## src/rtl/wide_add_sequencer.sv

```systemverilog
// Purpose : multi-precision add/subtract controller that time-shares one external
//           32-bit adder over WORDS cycles, least significant slice first.
// Latency : start accepted at edge 0, RUN on edges 1..WORDS, done pulses in the
//           following cycle (WORDS+1 cycles per op including the DONE cycle).
// Backpressure: none; start is only taken in IDLE or DONE and ignored while busy.
// Ports   : clk/rst (sync active-high), start/sub/op_a/op_b request in,
//           busy/done/result/cout/overflow status out, adder_a/adder_b/adder_cin to
//           the external adder, adder_s/adder_cout back from it (combinational).
module wide_add_sequencer #(
   parameter int WORDS = 4,
   parameter int W     = 32 * WORDS
) (
   input  logic          clk,
   input  logic          rst,
   input  logic          start,
   input  logic          sub,
   input  logic [W-1:0]  op_a,
   input  logic [W-1:0]  op_b,
   output logic          busy,
   output logic          done,
   output logic [W-1:0]  result,
   output logic          cout,
   output logic          overflow,
   output logic [31:0]   adder_a,
   output logic [31:0]   adder_b,
   output logic          adder_cin,
   input  logic [31:0]   adder_s,
   input  logic          adder_cout
);

   localparam int IDXW = (WORDS > 1) ? $clog2(WORDS) : 1;
   localparam logic [IDXW-1:0] LAST_IDX = IDXW'(WORDS - 1);

   typedef enum logic [1:0] {
      ST_IDLE = 2'd0,
      ST_RUN  = 2'd1,
      ST_DONE = 2'd2
   } state_t;

   state_t          state_q, state_d;
   logic [W-1:0]    a_q, a_d;
   logic [W-1:0]    b_q, b_d;
   logic [W-1:0]    result_q, result_d;
   logic            carry_q, carry_d;
   logic            cout_q, cout_d;
   logic            ovf_q, ovf_d;
   logic [IDXW-1:0] idx_q, idx_d;

   // Bit offset of the slice currently being processed.
   logic [IDXW+4:0] slice_lsb;
   assign slice_lsb = {idx_q, 5'd0};

   assign busy     = (state_q == ST_RUN);
   assign done     = (state_q == ST_DONE);
   assign result   = result_q;
   assign cout     = cout_q;
   assign overflow = ovf_q;

   always_comb begin
      state_d   = state_q;
      a_d       = a_q;
      b_d       = b_q;
      result_d  = result_q;
      carry_d   = carry_q;
      cout_d    = cout_q;
      ovf_d     = ovf_q;
      idx_d     = idx_q;
      adder_a   = 32'd0;
      adder_b   = 32'd0;
      adder_cin = 1'b0;

      case (state_q)
         ST_IDLE, ST_DONE: begin
            if (start) begin
               // Subtraction is A + ~B + 1: invert B once at capture and seed
               // the carry chain with 1.
               a_d     = op_a;
               b_d     = sub ? ~op_b : op_b;
               carry_d = sub;
               idx_d   = '0;
               state_d = ST_RUN;
            end else begin
               state_d = ST_IDLE;
            end
         end

         ST_RUN: begin
            adder_a   = a_q[slice_lsb +: 32];
            adder_b   = b_q[slice_lsb +: 32];
            adder_cin = carry_q;
            result_d[slice_lsb +: 32] = adder_s;
            carry_d   = adder_cout;
            if (idx_q == LAST_IDX) begin
               cout_d  = adder_cout;
               // Signed overflow: operands share a sign that the top slice's
               // sum does not. b_q already holds the effective operand.
               ovf_d   = (a_q[W-1] == b_q[W-1]) && (adder_s[31] != a_q[W-1]);
               idx_d   = '0;
               state_d = ST_DONE;
            end else begin
               idx_d = idx_q + 1'b1;
            end
         end

         default: state_d = ST_IDLE;
      endcase
   end

   always_ff @(posedge clk) begin
      if (rst) begin
         state_q  <= ST_IDLE;
         a_q      <= '0;
         b_q      <= '0;
         result_q <= '0;
         carry_q  <= 1'b0;
         cout_q   <= 1'b0;
         ovf_q    <= 1'b0;
         idx_q    <= '0;
      end else begin
         state_q  <= state_d;
         a_q      <= a_d;
         b_q      <= b_d;
         result_q <= result_d;
         carry_q  <= carry_d;
         cout_q   <= cout_d;
         ovf_q    <= ovf_d;
         idx_q    <= idx_d;
      end
   end

endmodule
```

## config.mk

```make
export PLATFORM = sky130hd
export DESIGN_NAME = wide_add_sequencer
export DESIGN_NICKNAME = d
export VERILOG_FILES = /design/src/rtl/wide_add_sequencer.sv
export SDC_FILE = /design/constraint.sdc
export NUM_CORES = 1
export LEC_CHECK = 0
export ABC_CLOCK_PERIOD_IN_PS = 3390
export CAP_MARGIN = 20
export CORE_ASPECT_RATIO = 0.5
export CORE_UTILIZATION = 25
export CTS_CLUSTER_SIZE = 12
export DETAILED_ROUTE_END_ITERATION = 8
export GPL_TIMING_DRIVEN = 0
export PLACE_DENSITY = 0.51
export SLEW_MARGIN = 10
export SYNTH_ARGS = -nofsm -noshare
export SYNTH_HDL_FRONTEND = slang
export SYNTH_SLANG_ARGS = --single-unit
export TNS_END_PERCENT = 100
```

## constraint.sdc

```tcl
create_clock -name clk -period 3.39 [get_ports clk]
set_input_delay 0.339 -clock clk [delete_from_list [all_inputs] [get_ports clk]]
set_output_delay 0.339 -clock clk [all_outputs]
set_load 0.01 [all_outputs]
```

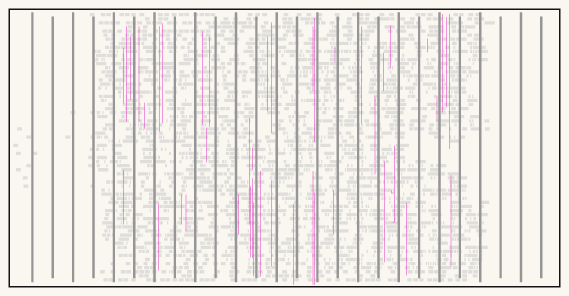
Run 1: the metal 4 layer
Drawn at 1.5 px/µm. Supply wires on this layer in gray. Cells faint in the background.
longest straight run: 89.8 µm
nets with wire on the layer: 32
main direction: vertical
share of all routed wire: 3.1%
wire length on this layer: 2140 µm

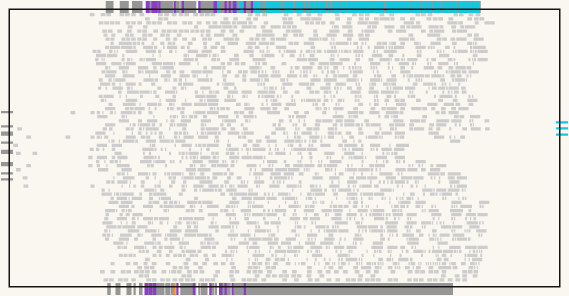
Run 1: pin placement
Drawn at 1.5 px/µm. Pins as bars across the die edge, other pins in gray.
legend:
  cyan:
    port: `result`
    pins: 128
    direction: output
    edge: 125 top, 3 right
  purple:
    port: `adder_b`
    pins: 32
    direction: output
    edge: 18 top, 14 bottom
  orange:
    port: `sub`
    pins: 1
    direction: input
    edge: bottom
all pins by edge: 256 top, 220 bottom, 11 left, 3 right

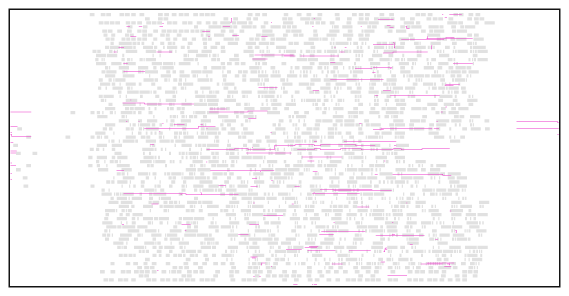
Run 1: M3 wires
Drawn at 1.5 px/µm. Cells faint in the background.
main direction: horizontal
wire length on this layer: 1630 µm
longest straight run: 42.3 µm
nets with wire on the layer: 100

==> flow_summary_export.csv, run 1 <==
group,metric,value,unit
status,status,"completed",
cts,cts_setup_buffers,0,
die,die_h,184.0,µm
setup_path,critical_path_depth,5,
setup_path,critPathKind,"reg -> out",
cts,cts-resized-gates,0,
global_route,antenna_found_initial,5,
power_and_ir_drop,p_leak,8.294,nW
global_route,grt_first_pass_wirelength,99620,µm
finish,mostFrequentLayoutCell,"clkdlybuf4s50_1",
power_and_ir_drop,ir_drop,0.2640,mV
die,core,65240,µm²
global_route,grt_pass1_vias,15150,
detailed_routing,drcViolationCount,0,
cts,clk_pin_slew_worst_paths,60,ps
placement,place_inst,3133,
die,chipArea,67360,µm²
detailed_routing,num_vias,14860,
timing,period_used_share,0.9860,
setup_path,crit_arrival,3000,ps
placement,post-place-ws,247.9,ps
global_route,grt_max_degree,20,
synth,ys_chip_area,16570,µm²
timing,final.setup.worst_slack,47.45,ps
setup_path,critPathBufInv,3,
timing,finalSetupViolCount,0,
die,fp-row-count,66,
cts,clk_latency,550,ps
timing,hold_viol,0,
timing,finalSetupTns,0,ps
timing,tightest_slew,799.4,ps
synth,synth_cells,1762,
global_route,gr-total-overflow,0,
detailed_routing,drtAntennaViolNets,0,
worst_hold_path,hold_path.class,"in -> reg",
die,ioPinCount,490,
global_route,track_usage,0.1959,
power_and_ir_drop,p_total,11.08,mW
## run 1: worst paths after layout
path / from / end / slack (ps)
setup / recovery: idx_q[1]$_SDFFE_PP0P_ / adder_a[0] / 50
hold / removal: rst / result[0]$_SDFFE_PP0P_ / 320
setup reg to reg: idx_q[1]$_SDFFE_PP0P_ / result[111]$_SDFFE_PP0P_ / 220
hold reg to reg: a_q[95]$_SDFFE_PP0P_ / a_q[95]$_SDFFE_PP0P_ / 450
## run 1: cells in the mapped netlist (all sizes together)
| cell type | instances | area [µm²] |
|---|---|---|
| dfxtp | 391 | 7828 |
| nand2 | 324 | 1216 |
| a21oi | 197 | 986.0 |
| nor2 | 132 | 495.5 |
| a211oi | 129 | 968.4 |
| xnor2 | 128 | 1121 |
| buf | 111 | 660.6 |
| nand3 | 66 | 330.3 |
| and2 | 65 | 406.6 |
| mux4 | 64 | 1441 |
| clkbuf | 59 | 222.7 |
| a22o | 32 | 280.3 |
| a32o | 32 | 320.3 |
| ha | 6 | 75.07 |
| nand3b | 5 | 50.05 |
| inv | 4 | 15.01 |
| a31oi | 2 | 12.51 |
| and3b | 2 | 17.52 |
| nand2b | 2 | 12.51 |
| nor2b | 2 | 12.51 |
| nor4 | 2 | 27.53 |
| nor4b | 2 | 23.77 |
| and4 | 1 | 8.760 |
| nor4bb | 1 | 10.01 |
| o21a | 1 | 7.510 |
| o21ai | 1 | 5.000 |
| or2b | 1 | 11.26 |
## run 1: stage by stage
stage | hold slack (ps) | util
detailed placement | 446.3 | 0.3456
CTS | 300.6 | 0.3641
floorplan | 433.1 | -
global route | 329.1 | 0.3643
global placement | 439.7 | 0.3456
finish | 321.3 | 0.3643
## run 1: power by group
group / internal, mW / switching, mW
logic: 0.888 / 0.900
clock network: 2.41 / 1.89
registers: 4.86 / 0.143
total: 8.15 / 2.93
## run 1: repair_timing
| action | in CTS | in global routing |
|---|---|---|
| endpoints found under the setup margin | 1 | 0 |
| hold buffers | 0 | 0 |
| hold endpoints to repair | 0 | 0 |
## run 1: layer usage
metal,global-route usage,vias up,share of wire
met1,0.2247,7358,0.40
met4,0.06577,0,0.031
li1,-,7162,-
met3,0.01899,99,0.024
met5,0,-,0
met2,0.3791,243,0.55
## run 1: cells by family (layout without fill, tap and decap cells)
kind of cell / after synthesis / in the layout / share of synthesized area
other cells: 0 / 6 / 0
compound gates: 394 / 394 / 0.1557
flops: 391 / 391 / 0.4725
xor+xnor: 128 / 128 / 0.06767
simple gates: 605 / 605 / 0.1583
fa+ha+maj: 6 / 6 / 0.004532
mux: 64 / 64 / 0.08701
buf+inv: 174 / 725 / 0.05423
## run 1: layout make-up
class,instances,area [µm²]
clock buffer,61,1191
sequential,391,7828
antenna,6,15.01
tap,884,1106
fill,6732,41470
clock inverter,4,20.02
multi-input combinational,1197,7840
inverter,4,15.01
buffer,169,879.6
timing repair buffer,487,4875
## run 1: tightest hold or removal path, cell delays in order
cell and delay, ps:
buf_2 170, nor4_4 100, a32o_1 200
## run 1: registers in the layout, summed over array words and instances, names as in the netlist
name	cells
cout	1
b_q	128
carry_q	1
idx_q	2
overflow	1
state_q	2
result	128
a_q	128
Run 1, the clock network:
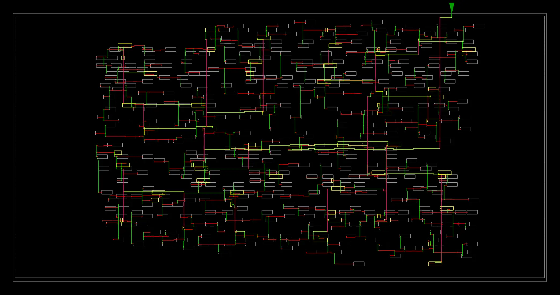

==> run 1 -> run 2 <==
--- a/config.mk
+++ b/config.mk
@@ -5,6 +5,7 @@
 export SDC_FILE = /design/constraint.sdc
 export NUM_CORES = 1
 export LEC_CHECK = 0
+export ABC_AREA = 1
 export ABC_CLOCK_PERIOD_IN_PS = 3390
 export CAP_MARGIN = 20
 export CORE_ASPECT_RATIO = 0.5
@@ -12,7 +13,7 @@
 export CTS_CLUSTER_SIZE = 12
 export DETAILED_ROUTE_END_ITERATION = 8
 export GPL_TIMING_DRIVEN = 0
-export PLACE_DENSITY = 0.51
+export PLACE_DENSITY = 0.5
 export SLEW_MARGIN = 10
 export SYNTH_ARGS = -nofsm -noshare
 export SYNTH_HDL_FRONTEND = slang
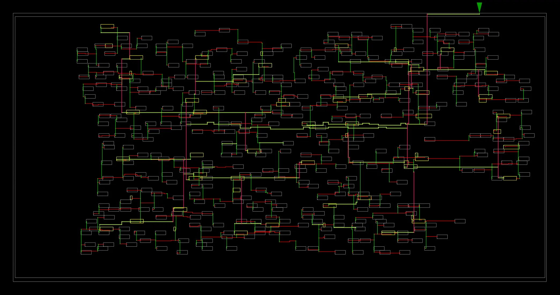
Run 2: the clock network
Flop Count: 391
clock buffers: 54

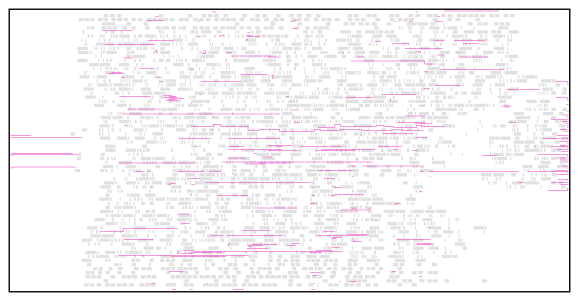
Run 2: M3 wires
Drawn at 1.5 px/µm. Cells faint in the background.
wire length on this layer: 3060 µm
nets with wire on the layer: 186
share of all routed wire: 4.0%
longest straight run: 104 µm
main direction: horizontal

==> flow_summary_export.csv, run 2 <==
group,metric,value,unit
timing,finalSetupViolCount,0,
global_route,antenna_found_initial,16,
global_route,track_usage,0.2123,
synth,yosysTopAreaCell,"dfxtp_1",
setup_path,r2r_setup_slack,480,ps
finish,mostFrequentLayoutCell,"nor2_1",
cts,clk_latency,570,ps
detailed_routing,drtIter0Drc,1095,
cts,clk_pin_slew_worst_paths,60,ps
detailed_routing,num_vias,17580,
detailed_routing,drtAntennaViolNets,0,
timing,rsz0062_at_grt,"false",
timing,hold_viol,0,
die,fp-row-count,67,
die,ioPinCount,490,
synth,synthTopCellsByArea,"dfxtp_1 (46%), nor2_1 (13%), o21ai_0 (11%)",
timing,finalSetupTns,0,ps
die,core,67480,µm²
synth,edf_count,0,
power_and_ir_drop,p_leak,8.821,nW
timing,period_used_share,0.9814,
synth,ff_type,"dfxtp_1",
synth,top_cell,"nor2_1",
setup_path,crit_arrival,2990,ps
timing,hold_slack,366.2,ps
synth,yosys-top-cells-count,"nor2_1 (586), dfxtp_1 (391), o21ai_0 (382)",
cts,cts-resized-gates,3,
timing,max_freq,300.6,MHz
die,die_h,187.4,µm
power_and_ir_drop,ir_drop,0.3176,mV
global_route,gr-total-overflow,0,
synth,top_area_frac,0.4557,
cts,hold_buffers,0,
global_route,grt_first_pass_wirelength,111400,µm
timing,maxSlewViolCount,0,
placement,port_buffers,488,
synth,synth_cells,2367,
die,chipArea,69830,µm²
status,status,"completed",
worst_hold_path,hold_path.class,"in -> reg",
detailed_routing,drcViolationCount,0,
timing,tightest_slew,736.6,ps
cts,cts_setup_buffers,0,
-- run 2: cell types whose count changed after synthesis, sizes merged, moves of 32 or more --
cell	before	now
a21oi	197	305
inv	4	45
mux4	64	0
nand2	324	218
a22o	32	0
nor3	0	53
a32o	32	0
and2	65	0
a211oi	129	0
clkbuf	59	92
o21ai	1	405
nand3	66	19
nor2	132	592
-- run 2: logic make-up (layout without fill, tap and decap cells) --
kind of cell               Yosys count  after routing  share of synthesized area
DFF                                391            391                     0.4557
and+or+nand+nor                    882            882                     0.2013
other                                0             15                          0
xor gates and xnor gates           128            128                    0.06526
AOI/OAI and AO/OA                  712            712                     0.2077
adders and majority gates            6              6                   0.004370
buffers and inverters              248            795                    0.06563
-- run 2: worst paths after layout --
| check | start | to | cells after the start |
|---|---|---|---|
| worst min-delay path | sub | b_q[6]$_SDFFE_PP0P_ | 4 |
| worst max-delay path | idx_q[0]$_SDFFE_PP0P_ | adder_b[13] | 8 |
| worst max register to register | idx_q[1]$_SDFFE_PP0P_ | result[56]$_SDFFE_PP0P_ | 9 |
| worst min register to register | result[93]$_SDFFE_PP0P_ | result[93]$_SDFFE_PP0P_ | 2 |
-- run 2: area by class of cell --
type                    instances  area (µm²)
repair buffers                488        4885
clock buffers                  54        1125
clock inverters                 5       82.58
fillers                      7149       43040
plain buffers                 202       965.9
flip-flops and latches        391        7828
inverters                      46       175.2
multi-input cells            1728        8223
diodes                         15       37.54
well taps                     897        1122
-- run 2: critical path: stages, from the launching register on --
cell             delay [ps]
dfxtp_1                 410
buf_6                   190
clkbuf_4                270
buf_4                   240
nor2_1                   70
nor2_1                  290
o21ai_0                 220
a21oi_1                 160
clkdlybuf4s50_1         570
-- run 2: power breakdown --
part / switching [mW] / total, mW / internal (mW)
logic: 1.30 / 2.26 / 0.961
registers: 0.149 / 5.05 / 4.90
clock network: 1.94 / 4.39 / 2.45
total: 3.39 / 11.7 / 8.32
-- run 2: layer usage --
metal / routed length, µm / GRT usage / share of wire
met2: 37510 / 0.3609 / 0.49
met3: 3056 / 0.03301 / 0.040
met4: 2975 / 0.1014 / 0.039
met5: 0 / 0 / 0
met1: 33060 / 0.2630 / 0.43
-- run 2: per-stage QoR --
stage | cells | worst slack, ps | area, µm² | total power, mW | util
2_1_floorplan | 2367 | 1275 | 17180 | 6.302 | -
3_3_place_gp | 3752 | 69.76 | 23180 | 7.383 | 0.3436
3_5_place_dp | 3752 | 105.5 | 23180 | 7.398 | 0.3436
4_1_cts | 3811 | 0.4627 | 24400 | 11.81 | 0.3615
5_1_grt | 3826 | 21.45 | 24440 | 12.25 | 0.3622
6_report | 3826 | 63.13 | 24440 | 11.70 | 0.3622
==> run 2 -> run 3 <==
--- a/config.mk
+++ b/config.mk
@@ -7,7 +7,7 @@
 export LEC_CHECK = 0
 export ABC_AREA = 1
 export ABC_CLOCK_PERIOD_IN_PS = 3390
-export CAP_MARGIN = 20
+export CAP_MARGIN = 25
 export CORE_ASPECT_RATIO = 0.5
 export CORE_UTILIZATION = 25
 export CTS_CLUSTER_SIZE = 12
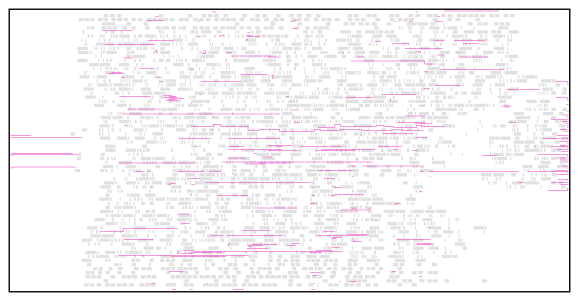
Run 3: M3 wires
Drawn at 1.5 px/µm. Cells faint in the background.
nets with wire on the layer: 186
longest straight run: 104 µm
wire length on this layer: 3060 µm
share of all routed wire: 4.0%
main direction: horizontal

==> flow_summary_export.csv, run 3 <==
group,metric,value,unit
setup_path,crit_arrival,2990,ps
status,status,"completed",
finish,fin_area,24440,µm²
die,fp-row-count,67,
synth,synthTopCellsByArea,"dfxtp_1 (46%), nor2_1 (13%), o21ai_0 (11%)",
synth,ff_type,"dfxtp_1",
die,die_h,187.4,µm
power_and_ir_drop,p_total,11.70,mW
finish,post-route-util,0.3622,
detailed_routing,drtAntennaViolNets,0,
synth,ys_chip_area,17180,µm²
placement,port_buffers,488,
timing,rsz0062_at_grt,"false",
global_route,gr-total-overflow,0,
timing,tightest_slew,736.6,ps
placement,place_inst,3752,
global_route,track_usage,0.2123,
detailed_routing,num_vias,17580,
synth,synthArstFlopShare,0,
finish,flop_area,7828,µm²
global_route,antenna_found_initial,16,
global_route,grt_max_degree,13,
finish,fin_cells,3826,
finish,mi_logic_area,8223,µm²
global_route,grt_first_pass_wirelength,111400,µm
die,core,67480,µm²
detailed_routing,drtIter0Drc,1095,
synth,edf_count,0,
placement,place_area,23180,µm²
cts,cts_setup_buffers,0,
die,chipArea,69830,µm²
synth,top_area_frac,0.4557,
timing,finalSetupViolCount,0,
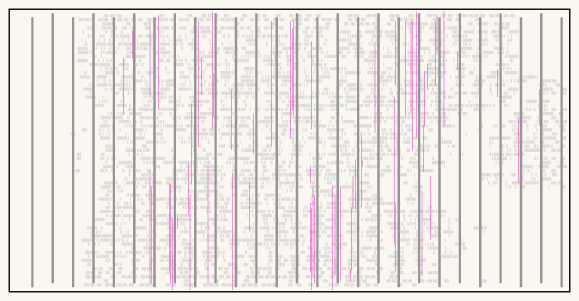
Run 3: the metal 4 layer
Drawn at 1.5 px/µm. Supply wires on this layer in gray. Cells faint in the background.
nets with wire on the layer: 48
longest straight run: 97.2 µm
share of all routed wire: 3.9%
wire length on this layer: 2980 µm

-- run 3: critical path, cell delays in order (launching register included) --
cell	delay [ps]
dfxtp_1	410
buf_6	190
clkbuf_4	270
buf_4	240
nor2_1	70
nor2_1	290
o21ai_0	220
a21oi_1	160
clkdlybuf4s50_1	570
-- run 3: path summary, 6_finish.rpt --
kind / startpoint / to / slack (ps) / depth (start not counted)
max: idx_q[0]$_SDFFE_PP0P_ / adder_b[13] / 60 / 8
max reg2reg: idx_q[1]$_SDFFE_PP0P_ / result[56]$_SDFFE_PP0P_ / 480 / 9
min reg2reg: result[93]$_SDFFE_PP0P_ / result[93]$_SDFFE_PP0P_ / 460 / 2
min: sub / b_q[6]$_SDFFE_PP0P_ / 370 / 4
-- run 3: cell type report --
class / instances / area share
sequential: 391 / 0.3202
timing repair buffer: 488 / 0.1998
buffer: 202 / 0.03952
antenna: 15 / 0.001536
inverter: 46 / 0.007166
tap: 897 / 0.04592
clock inverter: 5 / 0.003378
multi-input combinational: 1728 / 0.3364
clock buffer: 54 / 0.04602
-- run 3: power by group --
part           switching, mW  internal, mW  total (mW)
combinational           1.30         0.961        2.26
clock                   1.94          2.45        4.39
sequential             0.149          4.90        5.05
-- run 3: cell families (layout without fill, tap and decap cells) --
group | Yosys count | in the layout | synth area share
simple gates | 882 | 882 | 0.2013
compound gates | 712 | 712 | 0.2077
flops | 391 | 391 | 0.4557
buf+inv | 248 | 795 | 0.06563
xor+xnor | 128 | 128 | 0.06526
fa+ha+maj | 6 | 6 | 0.004370
other cells | 0 | 15 | 0
-- run 3: routing by layer --
metal | vias to the layer above | wire, µm | GRT usage
met5 | - | 0 | 0
met4 | 0 | 2975 | 0.1014
met3 | 126 | 3056 | 0.03301
met2 | 410 | 37510 | 0.3609
met1 | 8236 | 33060 | 0.2630
li1 | 8804 | - | -
-- run 3: metrics by stage --
step           hold slack, ps  setup WS (ps)
2_1_floorplan           449.5           1275
3_3_place_gp            452.5          69.76
3_5_place_dp            456.1          105.5
4_1_cts                 338.5         0.4627
5_1_grt                 380.9          21.45
6_report                366.2          63.13
-- run 3: repair_timing --
| item | CTS | global route |
|---|---|---|
| gates resized | 3 | 11 |
| hold buffers | 0 | 0 |
| setup endpoints to repair | 20 | 22 |
No activity file was given, so power comes from the tool's default toggle rates.
